$ cat config.mk
export PLATFORM = sky130hd
export DESIGN_NAME = block_seq_ctrl_flat
export DESIGN_NICKNAME = d
export VERILOG_FILES = /design/src/rtl/block_seq_ctrl_pkg.sv /design/src/rtl/block_seq_ctrl_if.sv /design/src/rtl/blk_row_cnt.sv /design/src/rtl/block_seq_ctrl.sv /design/src/flat_wrapper.sv
export SDC_FILE = /design/constraint.sdc
export NUM_CORES = 1
export LEC_CHECK = 0
export ABC_AREA = 0
export CAP_MARGIN = 15
export CORE_AREA = 8 8 48 50
export DETAILED_ROUTE_END_ITERATION = 7
export DIE_AREA = 0 0 56 58
export HOLD_SLACK_MARGIN = 0.03
export PLACE_DENSITY = 0.73
export SYNTH_ARGS = -nofsm -noshare
export SYNTH_HDL_FRONTEND = slang
export SYNTH_SLANG_ARGS = --single-unit
$ cat constraint.sdc
create_clock -name CLK -period 1.6 [get_ports CLK]
set_input_delay 0.32 -clock CLK [delete_from_list [all_inputs] [get_ports CLK]]
set_output_delay 0.32 -clock CLK [all_outputs]
set_load 0.01 [all_outputs]
$ cat src/rtl/block_seq_ctrl_pkg.sv
// Shared definitions for the block sequencing controller: FSM encoding and
// the width of the external block-index register.
package interp_ctrl_pkg;

  localparam int BLK_W = 4;

  localparam logic [2:0] ST_IDLE_C   = 3'd0;
  localparam logic [2:0] ST_CLEAR_C  = 3'd1;
  localparam logic [2:0] ST_RUN_C    = 3'd2;
  localparam logic [2:0] ST_NEXT_C   = 3'd3;
  localparam logic [2:0] ST_FINISH_C = 3'd4;

  typedef enum logic [2:0] {
    S_IDLE   = ST_IDLE_C,
    S_CLEAR  = ST_CLEAR_C,
    S_RUN    = ST_RUN_C,
    S_NEXT   = ST_NEXT_C,
    S_FINISH = ST_FINISH_C
  } state_e;

endpackage

$ cat src/rtl/block_seq_ctrl_if.sv
// Handshake and block-index bus between the sequencer and its environment.
interface block_seq_ctrl_if #(
  parameter int ROW_W = 3
);
  logic                             START;
  logic [interp_ctrl_pkg::BLK_W-1:0] NUM_BLOCKS;
  logic                             STALL;
  logic [interp_ctrl_pkg::BLK_W-1:0] COUNT_Q;
  logic                             COUNT_WE;
  logic [interp_ctrl_pkg::BLK_W-1:0] COUNT_D;
  logic                             ROW_VALID;
  logic [ROW_W-1:0]                 ROW_IDX;
  logic                             BUSY;
  logic                             DONE;

  modport master (
    output START, NUM_BLOCKS, STALL, COUNT_Q,
    input  COUNT_WE, COUNT_D, ROW_VALID, ROW_IDX, BUSY, DONE
  );

  modport slave (
    input  START, NUM_BLOCKS, STALL, COUNT_Q,
    output COUNT_WE, COUNT_D, ROW_VALID, ROW_IDX, BUSY, DONE
  );
endinterface

$ cat src/rtl/blk_row_cnt.sv
// Row counter within a block: synchronous clear, count enable, and a flag
// marking the last row.
module blk_row_cnt #(
  parameter int ROWS  = 8,
  parameter int ROW_W = 3
) (
  input  logic             CLK,
  input  logic             RST_ASYNC_N,
  input  logic             clr_s,
  input  logic             en_s,
  output logic [ROW_W-1:0] row_r,
  output logic             tc_s
);
  localparam logic [ROW_W-1:0] LAST_ROW_C = ROW_W'(ROWS - 1);

  assign tc_s = (row_r == LAST_ROW_C);

  // Row register: wraps to zero after the last row so no out-of-range index exists.
  always_ff @(posedge CLK or negedge RST_ASYNC_N) begin
    if (!RST_ASYNC_N) begin
      row_r <= {ROW_W{1'b0}};
    end else if (clr_s) begin
      row_r <= {ROW_W{1'b0}};
    end else if (en_s) begin
      if (tc_s) begin
        row_r <= {ROW_W{1'b0}};
      end else begin
        row_r <= row_r + {{(ROW_W-1){1'b0}}, 1'b1};
      end
    end
  end
endmodule

$ cat src/rtl/block_seq_ctrl.sv
// Frame sequencer: walks NUM_BLOCKS+1 blocks of ROWS rows each, driving an
// external block-index register and issuing one row per unstalled cycle.
module block_seq_ctrl
  import interp_ctrl_pkg::*;
#(
  parameter int ROWS  = 8,
  parameter int ROW_W = 3
) (
  input  logic             CLK,
  input  logic             RST_ASYNC_N,
  block_seq_ctrl_if.slave  bus
);
  state_e             state_r;
  state_e             state_nxt_s;
  logic [BLK_W-1:0]   last_r;
  logic [ROW_W-1:0]   row_s;
  logic               row_tc_s;
  logic               row_clr_s;
  logic               row_en_s;

  blk_row_cnt #(
    .ROWS  (ROWS),
    .ROW_W (ROW_W)
  ) u_row_cnt (
    .CLK         (CLK),
    .RST_ASYNC_N (RST_ASYNC_N),
    .clr_s       (row_clr_s),
    .en_s        (row_en_s),
    .row_r       (row_s),
    .tc_s        (row_tc_s)
  );

  // State register and the last-block index captured on an accepted START.
  always_ff @(posedge CLK or negedge RST_ASYNC_N) begin
    if (!RST_ASYNC_N) begin
      state_r <= S_IDLE;
      last_r  <= {BLK_W{1'b0}};
    end else begin
      state_r <= state_nxt_s;
      if ((state_r == S_IDLE) && bus.START) begin
        last_r <= bus.NUM_BLOCKS;
      end
    end
  end

  // Next-state logic; the frame ends after the last row of the block whose index matches last_r.
  always_comb begin
    state_nxt_s = state_r;
    case (state_r)
      S_IDLE: begin
        if (bus.START) begin
          state_nxt_s = S_CLEAR;
        end else begin
          state_nxt_s = S_IDLE;
        end
      end
      S_CLEAR:  state_nxt_s = S_RUN;
      S_RUN: begin
        if (!bus.STALL && row_tc_s) begin
          if (bus.COUNT_Q == last_r) begin
            state_nxt_s = S_FINISH;
          end else begin
            state_nxt_s = S_NEXT;
          end
        end else begin
          state_nxt_s = S_RUN;
        end
      end
      S_NEXT:   state_nxt_s = S_RUN;
      S_FINISH: state_nxt_s = S_IDLE;
      default:  state_nxt_s = S_IDLE;
    endcase
  end

  // Moore output decode; only ROW_VALID and the row enable see STALL directly.
  always_comb begin
    bus.COUNT_WE  = 1'b0;
    bus.COUNT_D   = {BLK_W{1'b0}};
    bus.ROW_VALID = 1'b0;
    bus.ROW_IDX   = {ROW_W{1'b0}};
    bus.DONE      = 1'b0;
    bus.BUSY      = (state_r != S_IDLE);
    row_clr_s     = 1'b0;
    row_en_s      = 1'b0;
    case (state_r)
      S_IDLE: begin
        row_clr_s = 1'b0;
      end
      S_CLEAR: begin
        bus.COUNT_WE = 1'b1;
        row_clr_s    = 1'b1;
      end
      S_RUN: begin
        bus.ROW_VALID = !bus.STALL;
        bus.ROW_IDX   = row_s;
        row_en_s      = !bus.STALL;
      end
      S_NEXT: begin
        bus.COUNT_WE = 1'b1;
        bus.COUNT_D  = bus.COUNT_Q + 4'd1;
        row_clr_s    = 1'b1;
      end
      S_FINISH: begin
        bus.DONE = 1'b1;
      end
      default: begin
        row_clr_s = 1'b0;
      end
    endcase
  end
endmodule

$ cat src/flat_wrapper.sv
// flat-port wrapper written by rule: the top's interface ports become plain ports
module block_seq_ctrl_flat import interp_ctrl_pkg::*;
#(
  parameter int ROWS  = 8,
  parameter int ROW_W = 3
)
  (CLK, RST_ASYNC_N, bus_START, bus_NUM_BLOCKS, bus_STALL, bus_COUNT_Q, bus_COUNT_WE, bus_COUNT_D, bus_ROW_VALID, bus_ROW_IDX, bus_BUSY, bus_DONE);
  block_seq_ctrl_if #(.ROW_W(ROW_W)) bus_i ();
  input  logic CLK;
  input  logic RST_ASYNC_N;
  input wire logic [$bits(bus_i.START)-1:0] bus_START;
  input wire logic [$bits(bus_i.NUM_BLOCKS)-1:0] bus_NUM_BLOCKS;
  input wire logic [$bits(bus_i.STALL)-1:0] bus_STALL;
  input wire logic [$bits(bus_i.COUNT_Q)-1:0] bus_COUNT_Q;
  output wire logic [$bits(bus_i.COUNT_WE)-1:0] bus_COUNT_WE;
  output wire logic [$bits(bus_i.COUNT_D)-1:0] bus_COUNT_D;
  output wire logic [$bits(bus_i.ROW_VALID)-1:0] bus_ROW_VALID;
  output wire logic [$bits(bus_i.ROW_IDX)-1:0] bus_ROW_IDX;
  output wire logic [$bits(bus_i.BUSY)-1:0] bus_BUSY;
  output wire logic [$bits(bus_i.DONE)-1:0] bus_DONE;
  assign bus_i.START = bus_START;
  assign bus_i.NUM_BLOCKS = bus_NUM_BLOCKS;
  assign bus_i.STALL = bus_STALL;
  assign bus_i.COUNT_Q = bus_COUNT_Q;
  assign bus_COUNT_WE = bus_i.COUNT_WE;
  assign bus_COUNT_D = bus_i.COUNT_D;
  assign bus_ROW_VALID = bus_i.ROW_VALID;
  assign bus_ROW_IDX = bus_i.ROW_IDX;
  assign bus_BUSY = bus_i.BUSY;
  assign bus_DONE = bus_i.DONE;
  block_seq_ctrl #(.ROWS(ROWS), .ROW_W(ROW_W)) u_core (.CLK(CLK), .RST_ASYNC_N(RST_ASYNC_N), .bus(bus_i));
endmodule
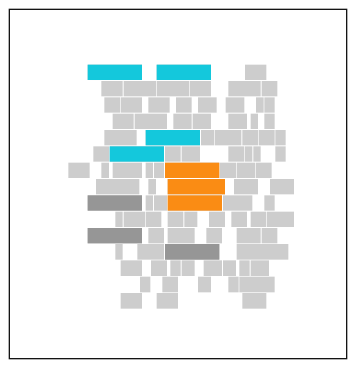
run_1/ff_map.png
Scale: 6 px per um. Other sequential cells in the stronger grey, the rest of the logic in the fainter grey.
colour	signal	sequential cells
orange	u_core.state_r	3
cyan	u_core.last_r	4

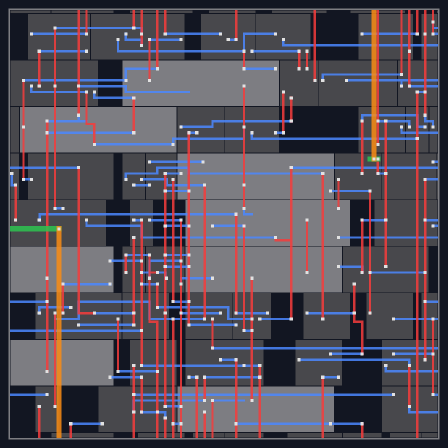
run_1/closeup.png
Region (16, 16) to (41, 41) um. Cells in grey, sequential cells in the stronger grey; small squares are vias.
colour	layer
blue	M1
orange	M4
green	M3
red	M2
cells with their middle in the window	46
most frequent	dfrtp_1 (7), buf_4 (6), nor2_1 (5)
sequential cells in the window	8
netlist names of flops here include	u_core.state_r (3), u_core.u_row_cnt.row_r (3), u_core.last_r (2)

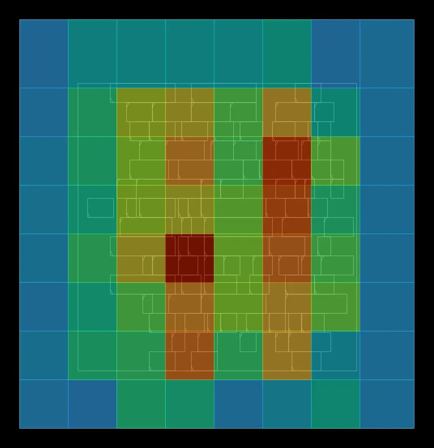
run_1/congestion_map.png
met2 Use GR: 0.162
WL/cell: 13.9 um
met3 Track Usage GR: 0.0218
Top Usage Layer GRT: met2

==> impl_metrics.csv, run 1 <==
group,metric,value,unit
status,status,"complete, but fails checks",
status,violations,"setup timing",
synth,top_area_cell,"dfrtp_1",
synth,ff_type,"dfrtp_1",
drt,routed_wl,1540,um
floorplan,rows,15,
synth,edf_count,0,
floorplan,fp_util,0.388,
min_path,min-delay-path-class,"in2async",
final_layout,layout-drive-gt1-share,0.447,
synth,ys_cells,56,
power,powerDensity,1360,mW/mm2
synth,synthArstFlopShare,1.00,
final_layout,fill_cells,132,
final_layout,seq_area,251,um2
critical_path,cpMaxStageDelayCell,"dfrtp_1",
clocking,clk_path_buf_depth,2,
critical_path,cp_max_fo,4,
synth,synth_top_area_share,0.400,
global_routing,overflow,0,
run,warnings,28,
power,pwr-share-clk,0.166,
power,p_comb_frac,0.505,
run,maxCapViolations,0,
critical_path,max_stage_delay,0.38,ns
clocking,clock.latency.late_pin,0.26,ns
clocking,clkTransAtPathRegs,0.07,ns
final_timing,finalSetupViolations,2,
power,p_leak,0.000526,uW
final_timing,hold_viol,0,
final_timing,tightest_slew,0.451,ns
final_timing,timing.final.ws_setup,-0.00338,ns
synth,yosys-top-cells-area,"dfrtp_1, mux2_4, xor2_1",
place,hpwl,1200,um
critical_path,cp.required,1.75,ns
global_routing,grt_first_pass_wirelength,2570,um
power,seq_power_share,0.329,
power,power.total,1350,uW
clocking,cts_tree,"built",
final_layout,logic_area,395,um2
final_timing,fin_crit,1.60,ns
critical_path,r2r_cells,5,
critical_path,crit_chain,"buf_4, or3_4, buf_4, nor2_8, mux2_4",
final_layout,final_nets,110,
critical_path,crit_type,"reg2reg",
critical_path,startpoint_type,"register",
-- run 1: through the flow --
step	std cells	instance area, um2	TNS [ns]	setup WS (ns)
floorplan	56	626	0	0.166
global placement	107	961	-2.59	-0.455
detailed placement	107	961	-2.80	-0.489
CTS	111	976	-0.000895	-0.000895
global route	111	995	-0.311	-0.0492
finish	111	995	-0.00398	-0.00338
-- run 1: cell usage after synthesis (all sizes together) (2+ instances only) --
cell type and count:
xor2 5, nor2 8, mux2i 2, ha 3, mux2 4, a21oi 2
dfrtp 10, and2 3, nand2 2, nor2b 2, nor3b 2, and3 2
-- run 1: flip-flops by register name (all words and copies together), names as in the netlist --
signal and cells:
u_core.last_r 4, u_core.state_r 3, u_core.u_row_cnt.row_r 3
-- run 1: power groups by stage --
stage / clock network (uW) / logic (uW) / registers [uW]
after global placement: 0 / 700 / 441
final: 225 / 684 / 446
after CTS: 229 / 652 / 443
after global routing: 243 / 753 / 459
after floorplan: 0 / 399 / 424
after detailed placement: 0 / 718 / 444
-- run 1: layout by cell type, fill, tap and decap left out, types with 2 or more instances in the layout --
master and n:
buf_4 12, dfrtp_1 9, nor2_1 7, clkdlybuf4s50_1 7
buf_2 6, xor2_1 5, mux2_4 4, clkbuf_4 3
buf_6 3, nor3b_1 2, a21oi_1 2, and2_1 2
nand2_1 2, mux2i_1 2, ha_1 2, dlymetal6s2s_1 2
dlygate4sd2_1 2, clkbuf_2 2
-- run 1: per-layer routing --
metal	vias up	wire length, um	GRT usage
met2	12	778	0.162
met1	257	631	0.107
met4	0	52	0.0825
met5	-	0	0
li1	270	-	-
met3	4	79	0.0218
-- run 1: cell type report --
cell class                 count  area share
clock buffer                   4      0.0365
timing repair buffer          35       0.288
multi-input combinational     44       0.397
inverter                       1     0.00377
sequential                    10       0.253
tap                           17      0.0214
-- run 1: worst max-delay path by stage --
| stage | cells after the start | end | from |
|---|---|---|---|
| 2_1_floorplan | 3 | u_core.last_r[0] | u_core.state_r[0] |
| 3_3_place_gp | 4 | bus_COUNT_D[1] | bus_COUNT_Q[0] |
| 3_5_place_dp | 5 | bus_COUNT_D[2] | bus_COUNT_Q[0] |
| 4_1_cts | 3 | bus_BUSY | u_core.state_r[1] |
| 5_1_grt | 3 | bus_BUSY | u_core.state_r[2] |
| 6_report | 5 | u_core.last_r[3] | u_core.state_r[1] |
-- run 1: repair_timing --
action	CTS	global route
pin swaps	0	6
setup endpoints to repair	11	13
gates resized	44	12
buffers inserted	0	0
-- run 1: kinds of logic (layout without fill, tap and decap cells) --
group | count (synthesis) | after routing | share of synthesized area
AND/OR/NAND/NOR | 26 | 26 | 0.290
flip-flops | 10 | 10 | 0.400
XOR/XNOR | 6 | 6 | 0.0840
multiplexers | 6 | 6 | 0.128
adder cells (fa/ha/maj) | 3 | 3 | 0.0600
AND-OR/OR-AND | 3 | 3 | 0.0260
buffers and inverters | 2 | 40 | 0.0120
==> inputs of run 2 (changes only) <==
--- a/config.mk
+++ b/config.mk
@@ -10,8 +10,8 @@
 export CORE_AREA = 8 8 48 50
 export DETAILED_ROUTE_END_ITERATION = 7
 export DIE_AREA = 0 0 56 58
-export HOLD_SLACK_MARGIN = 0.03
 export PLACE_DENSITY = 0.73
+export SKIP_LAST_GASP = 1
 export SYNTH_ARGS = -nofsm -noshare
 export SYNTH_HDL_FRONTEND = slang
 export SYNTH_SLANG_ARGS = --single-unit
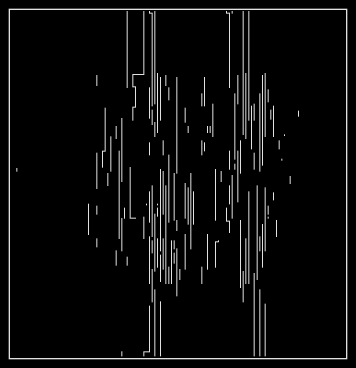
run_2/m2.png
Scale: 6 px per um.
share of all routed wire	49%
longest straight run	20.5 um
nets with wire on the layer	96
vias: 546
DRT Wirelength: 1500 um
met2 Use GR: 0.157

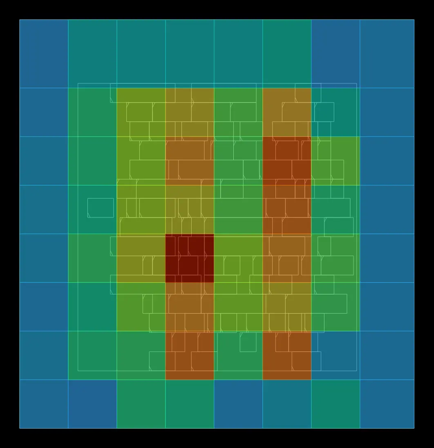
run_2/congestion_map.png
total track usage: 0.0972
Final Core Density: 0.615

==> run 2 against run 1 <==
Compared with the run above:
- the flow still finishes with violations (setup timing)
- synthesized cell count stayed put
- clock power about the same
- combinational power about the same
- critical endpoint unchanged
- largest power group unchanged
- highest routed layer unchanged
==> impl_metrics.csv, run 2 <==
group,metric,value,unit
status,status,"complete, but fails checks",
status,violations,"setup timing",
synth,common_cells,"dfrtp_1, nor2_1, xor2_1",
synth,synthArstFlopShare,1.00,
synth,post-synth-top-count-cell,"dfrtp_1",
final_timing,fin_crit,1.61,ns
floorplan,fp_util,0.388,
run,warnings,28,
power,p_comb_frac,0.505,
min_path,min-delay-path-class,"in2async",
final_timing,finalSetupViolations,5,
power,seq_power_share,0.329,
drt,viasPerCell,4.92,
power,p_leak,0.000526,uW
floorplan,rows,15,
floorplan,die_area,0.00325,mm2
global_routing,antenna_found_initial,0,
drt,ant_nets,0,
critical_path,arrival,1.76,ns
clocking,clkTransAtPathRegs,0.07,ns
power,pwr-share-clk,0.166,
floorplan,io_pins,23,
place,hpwl,1200,um
final_timing,tightest_slew,0.445,ns
clocking,clk_path_buf_depth,2,
critical_path,cp_max_fo,4,
clocking,cts_setup_buffers,0,
final_layout,layout-drive-gt1-share,0.436,
final_timing,clock_skew,0.00219,ns
synth,yosysWarnings,0,
power,power.total,1350,uW
final_timing,rsz0062_at_grt,"true",
final_layout,largestRegisters,"u_core.last_r (4), u_core.state_r (3), u_core.u_row_cnt.row_r (3)",
final_layout,regMostFlops,"u_core.last_r",
final_timing,maxSlewViolCount,0,
synth,ff_type,"dfrtp_1",
final_layout,area_growth,58.6,%
final_timing,timing.final.ws_setup,-0.00616,ns
floorplan,die_w,56,um
clocking,cts_buffers,3,
power,internal_power,900,uW
synth,ys_cells,56,
final_layout,final_cell_mix,"buf_4, dfrtp_1, nor2_1, clkdlybuf4s50_1",
final_timing,fin_crit_sh,1.00,
final_layout,final_nets,110,
critical_path,cp.required,1.75,ns
synth,postSynthCellCount,56,
synth,yosys-top-cells-area,"dfrtp_1, mux2_4, xor2_1",
floorplan,die_y,58,um
power,powerDensity,1360,mW/mm2
clocking,clock.latency.late_pin,0.26,ns
global_routing,overflow,0,
critical_path,crit_type,"reg2reg",
drt,wl_per_cell,13.5,um
power,p_sw_frac,0.335,
final_timing,setup_tns,-0.0123,ns
critical_path,startpoint_type,"register",
power,ir_drop,0.683,mV
synth,synth_top_area_share,0.400,
synth,syn_area,626,um2
run,maxCapViolations,0,
clocking,cts_hold_buf,0,
place,port_buffers,22,
global_routing,grt_first_pass_wirelength,2570,um
synth,fp_nets,71,
synth,edf_count,0,
synth,ys_ff,10,
final_layout,final_common_cell,"buf_4",
final_layout,largest_reg_flops,4,
clocking,cts_tree,"built",
synth,ys_seq_share,0.400,
power,p_sw,454,uW
drt,route.detailed.drc,0,
synth,top_area_cell,"dfrtp_1",
final_timing,hold_viol,0,
clocking,cts-root-buf,"clkbuf_4",
## run 2: cell types whose count changed in the layout (fill, tap and decap cells not counted)
cell      change
buf_2         -1
ha_2          -1
clkbuf_2      +1
ha_1          +1
## run 2: cells by family after synthesis
logic type	after synthesis	share of synthesized area
flip-flops	10	0.400
multiplexers	6	0.128
AND/OR/NAND/NOR	26	0.290
AND-OR/OR-AND	3	0.0260
XOR/XNOR	6	0.0840
buffers and inverters	2	0.0120
adder cells (fa/ha/maj)	3	0.0600
## run 2: final cells by class
type	count	area [um2]
Inverter	1	3.75
Timing Repair Buffer	35	287
Tap cell	17	21.3
Clock buffer	4	36.3
Sequential cell	10	251
Multi-Input combinational cell	44	393
Fill cell	135	622
## run 2: metal layers
metal | global-route usage | share of wire | wire length [um]
met4 | 0.0825 | 0.035 | 52
met5 | 0 | 0 | 0
met3 | 0.0218 | 0.056 | 84
met2 | 0.157 | 0.49 | 735
met1 | 0.106 | 0.42 | 632
## run 2: through the flow
stage	hold WS, ns	cell area [um2]	util	instances	worst slack, ns
after floorplan	0.0244	626	-	56	0.166
after global placement	0.520	961	0.595	107	-0.455
after detailed placement	0.521	961	0.595	107	-0.489
after CTS	0.379	968	0.600	111	-0.102
after global routing	0.395	992	0.615	111	-0.0567
final	0.368	992	0.615	111	-0.00616
## run 2: path summary, 6_finish.rpt
kind | start | end | slack (ns) | cells past startpoint
worst min register to register | u_core.last_r[0] | u_core.last_r[0] | 0.54 | 1
max in group asynchronous | RST_ASYNC_N | u_core.state_r[0] | 0.90 | 1
min in group CLK | u_core.last_r[0] | u_core.last_r[0] | 0.54 | 1
worst max register to register | u_core.state_r[2] | u_core.last_r[3] | -0.006 | 5
worst min-delay path | RST_ASYNC_N | u_core.last_r[2] | 0.37 | 1
worst max-delay path | u_core.state_r[2] | u_core.last_r[3] | -0.006 | 5
## run 2: what timing repair did
item / 4_1_cts / 5_1_grt
resized: 39 / 15
cloned: 0 / 0
endpoints found under the setup margin: 11 / 14
pin swaps: 0 / 5
## run 2: power groups by stage
stage	Clock (uW)	Combinational, uW	Sequential [uW]
finish	225	684	445
global route	243	753	459
detailed placement	0	718	444
global placement	0	700	441
floorplan	0	399	424
CTS	229	651	443
## run 2: critical path, cell delays in order (launching register included)
cell	delay, ns
dfrtp_1	0.41
buf_6	0.14
or3_4	0.33
buf_4	0.17
nor2_8	0.12
mux2_4	0.31
==> inputs of run 3 (changes only) <==
--- a/config.mk
+++ b/config.mk
@@ -10,6 +10,7 @@
 export CORE_AREA = 8 8 48 50
 export DETAILED_ROUTE_END_ITERATION = 7
 export DIE_AREA = 0 0 56 58
+export GPL_TIMING_DRIVEN = 1
 export PLACE_DENSITY = 0.73
 export SKIP_LAST_GASP = 1
 export SYNTH_ARGS = -nofsm -noshare
==> constraint.sdc (replaced) <==
create_clock -name CLK -period 1.7 [get_ports CLK]
set_input_delay 0.34 -clock CLK [delete_from_list [all_inputs] [get_ports CLK]]
set_output_delay 0.34 -clock CLK [all_outputs]
set_load 0.01 [all_outputs]
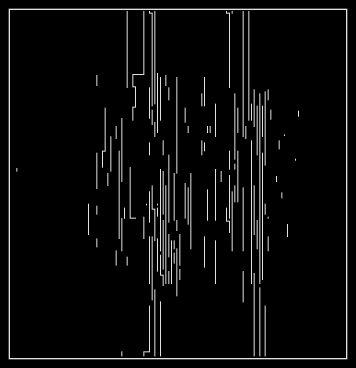
run_3/m2.png
Scale: 6 px per um.
wire length on this layer	740 um
nets with wire on the layer	95
main direction	vertical
longest straight run	31.6 um
share of all routed wire	49%

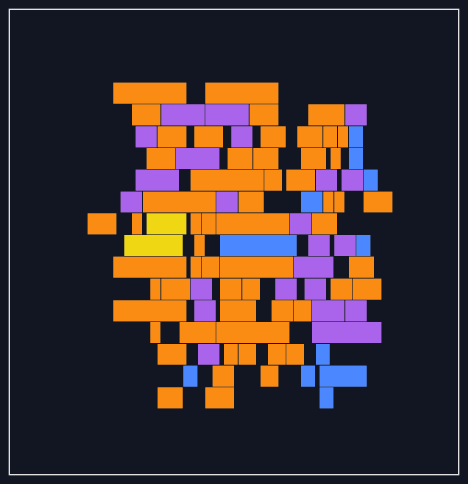
run_3/sizing.png
Scale: 8 px per um.
colour	size	cells	share
orange	x1 and smaller	58	62%
purple	x3 and x4	23	24%
blue	x2	11	12%
yellow	x6 and larger	2	2.1%
count of plain and timing-repair buffers: 35
Area growth syn-to-layout: 54.8%
Finished Cell Area: 968 um2

==> run 3 against run 2 <==
Compared with the run above:
- the flow now finishes without violations
- critical endpoint is now bus_COUNT_WE
- clock skew about the same
- setup slack better by 0.060 ns
- final cell count unchanged
- cell area down 2.4%
- combinational power down 12%
- utilization down 1.5 points
- total power down 9.0%
- clock power down 6%
==> impl_metrics.csv, run 3 <==
group,metric,value,unit
synth,post-synth-top-count-cell,"dfrtp_1",
final_layout,final_common_cell,"buf_4",
synth,fp_nets,71,
power,p_leak,0.000504,uW
final_layout,final_cell_mix,"buf_4, clkdlybuf4s50_1, dfrtp_1, nor2_1, buf_2",
floorplan,die_area,0.00325,mm2
drt,viasPerCell,4.83,
final_timing,tightest_slew,0.444,ns
run,maxCapViolations,0,
power,powerDensity,1270,mW/mm2
clocking,cts-root-buf,"clkbuf_4",
place,dpl-instance-area,961,um2
clocking,clkTransAtPathRegs,0.07,ns
final_timing,clock_skew,0.00194,ns
synth,synth_top_area_share,0.400,
synth,synthArstFlopShare,1.00,
drt,wl_per_cell,13.5,um
synth,yosys-top-cells-area,"dfrtp_1, mux2_4, xor2_1",
clocking,cts_hold_buf,0,
synth,ff_type,"dfrtp_1",
synth,syn_area,626,um2
final_timing,hold_viol,0,
drt,routed-via-count,536,
floorplan,die_w,56,um
clocking,clock.latency.late_pin,0.26,ns
drt,ant_nets,0,
critical_path,crit_type,"reg2out",
min_path,min-delay-path-class,"in2async",
synth,yosysWarnings,0,
synth,ys_seq_share,0.400,
final_timing,finalSetupViolations,0,
final_layout,finalCoreUtilization,0.600,
drt,route.detailed.drc,0,
critical_path,cp.required,1.36,ns
floorplan,io_pins,23,
final_layout,final_nets,110,
status,status,"finished clean",
run 3: cell count changes in the layout (fill, tap and decap cells not counted), sizes merged:
cell / change
clkbuf: -1
buf: -1
clkdlybuf4s50: +2
dlymetal6s2s: -2
dlygate4sd2: +2
run 3: power breakdown:
group,internal [uW],total (uW),leakage [uW],switching [uW]
combinational,347,602,0.000362,255
sequential,335,418,0.000121,83.8
clock,130,212,0.0000210,81.9
run 3: cell families after synthesis:
group,count (synthesis),synth area share
AND-OR/OR-AND,3,0.0260
flip-flops,10,0.400
AND/OR/NAND/NOR,26,0.290
buffers and inverters,2,0.0120
multiplexers,6,0.128
adder cells (fa/ha/maj),3,0.0600
XOR/XNOR,6,0.0840
run 3: path summary, 6_finish.rpt:
check	from	end	slack, ns	depth (start not counted)
worst max-delay path	u_core.state_r[2]	bus_COUNT_WE	0.05	3
worst min-delay path	RST_ASYNC_N	u_core.last_r[2]	0.39	1
worst max register to register	u_core.state_r[2]	u_core.last_r[3]	0.10	5
worst min register to register	u_core.last_r[0]	u_core.last_r[0]	0.54	1
max in group asynchronous	RST_ASYNC_N	u_core.state_r[0]	0.98	1
min in group CLK	u_core.last_r[0]	u_core.last_r[0]	0.54	1
run 3: per-stage QoR:
| step | total power (uW) | setup WS [ns] |
|---|---|---|
| 2_1_floorplan | 775 | 0.266 |
| 3_3_place_gp | 1070 | -0.395 |
| 3_5_place_dp | 1090 | -0.429 |
| 4_1_cts | 1260 | -0.0420 |
| 5_1_grt | 1330 | -0.0105 |
| 6_report | 1230 | 0.0537 |
run 3: timing repair:
action                                 4_1_cts  5_1_grt
cloned                                       0        0
setup endpoints to repair                   11        4
endpoints found under the hold margin        0        0
gates resized                               32        8
pin swaps                                    0        0
run 3: layout make-up:
class | count | area [um2] | area share
timing repair buffer | 35 | 273 | 0.282
sequential | 10 | 251 | 0.260
inverter | 1 | 3.75 | 0.00388
tap | 17 | 21.3 | 0.0220
multi-input combinational | 44 | 383 | 0.395
clock buffer | 4 | 36.3 | 0.0375
run 3: worst max-delay path: stages (launching register included):
cell           delay (ns)
dfrtp_1              0.41
buf_4                0.16
nor2b_1              0.18
dlygate4sd2_1        0.30
run 3: per-layer routing:
metal  GRT usage  routed length [um]  part of all wire  up-vias
met2       0.151                 740              0.49       15
li1            -                   -                 -      271
met1       0.107                 625              0.42      246
met3      0.0218                  82             0.055        4
met5           0                   0                 0        -
met4      0.0825                  52             0.035        0
Power figures rest on the tool's default switching activity, not on a simulated workload.
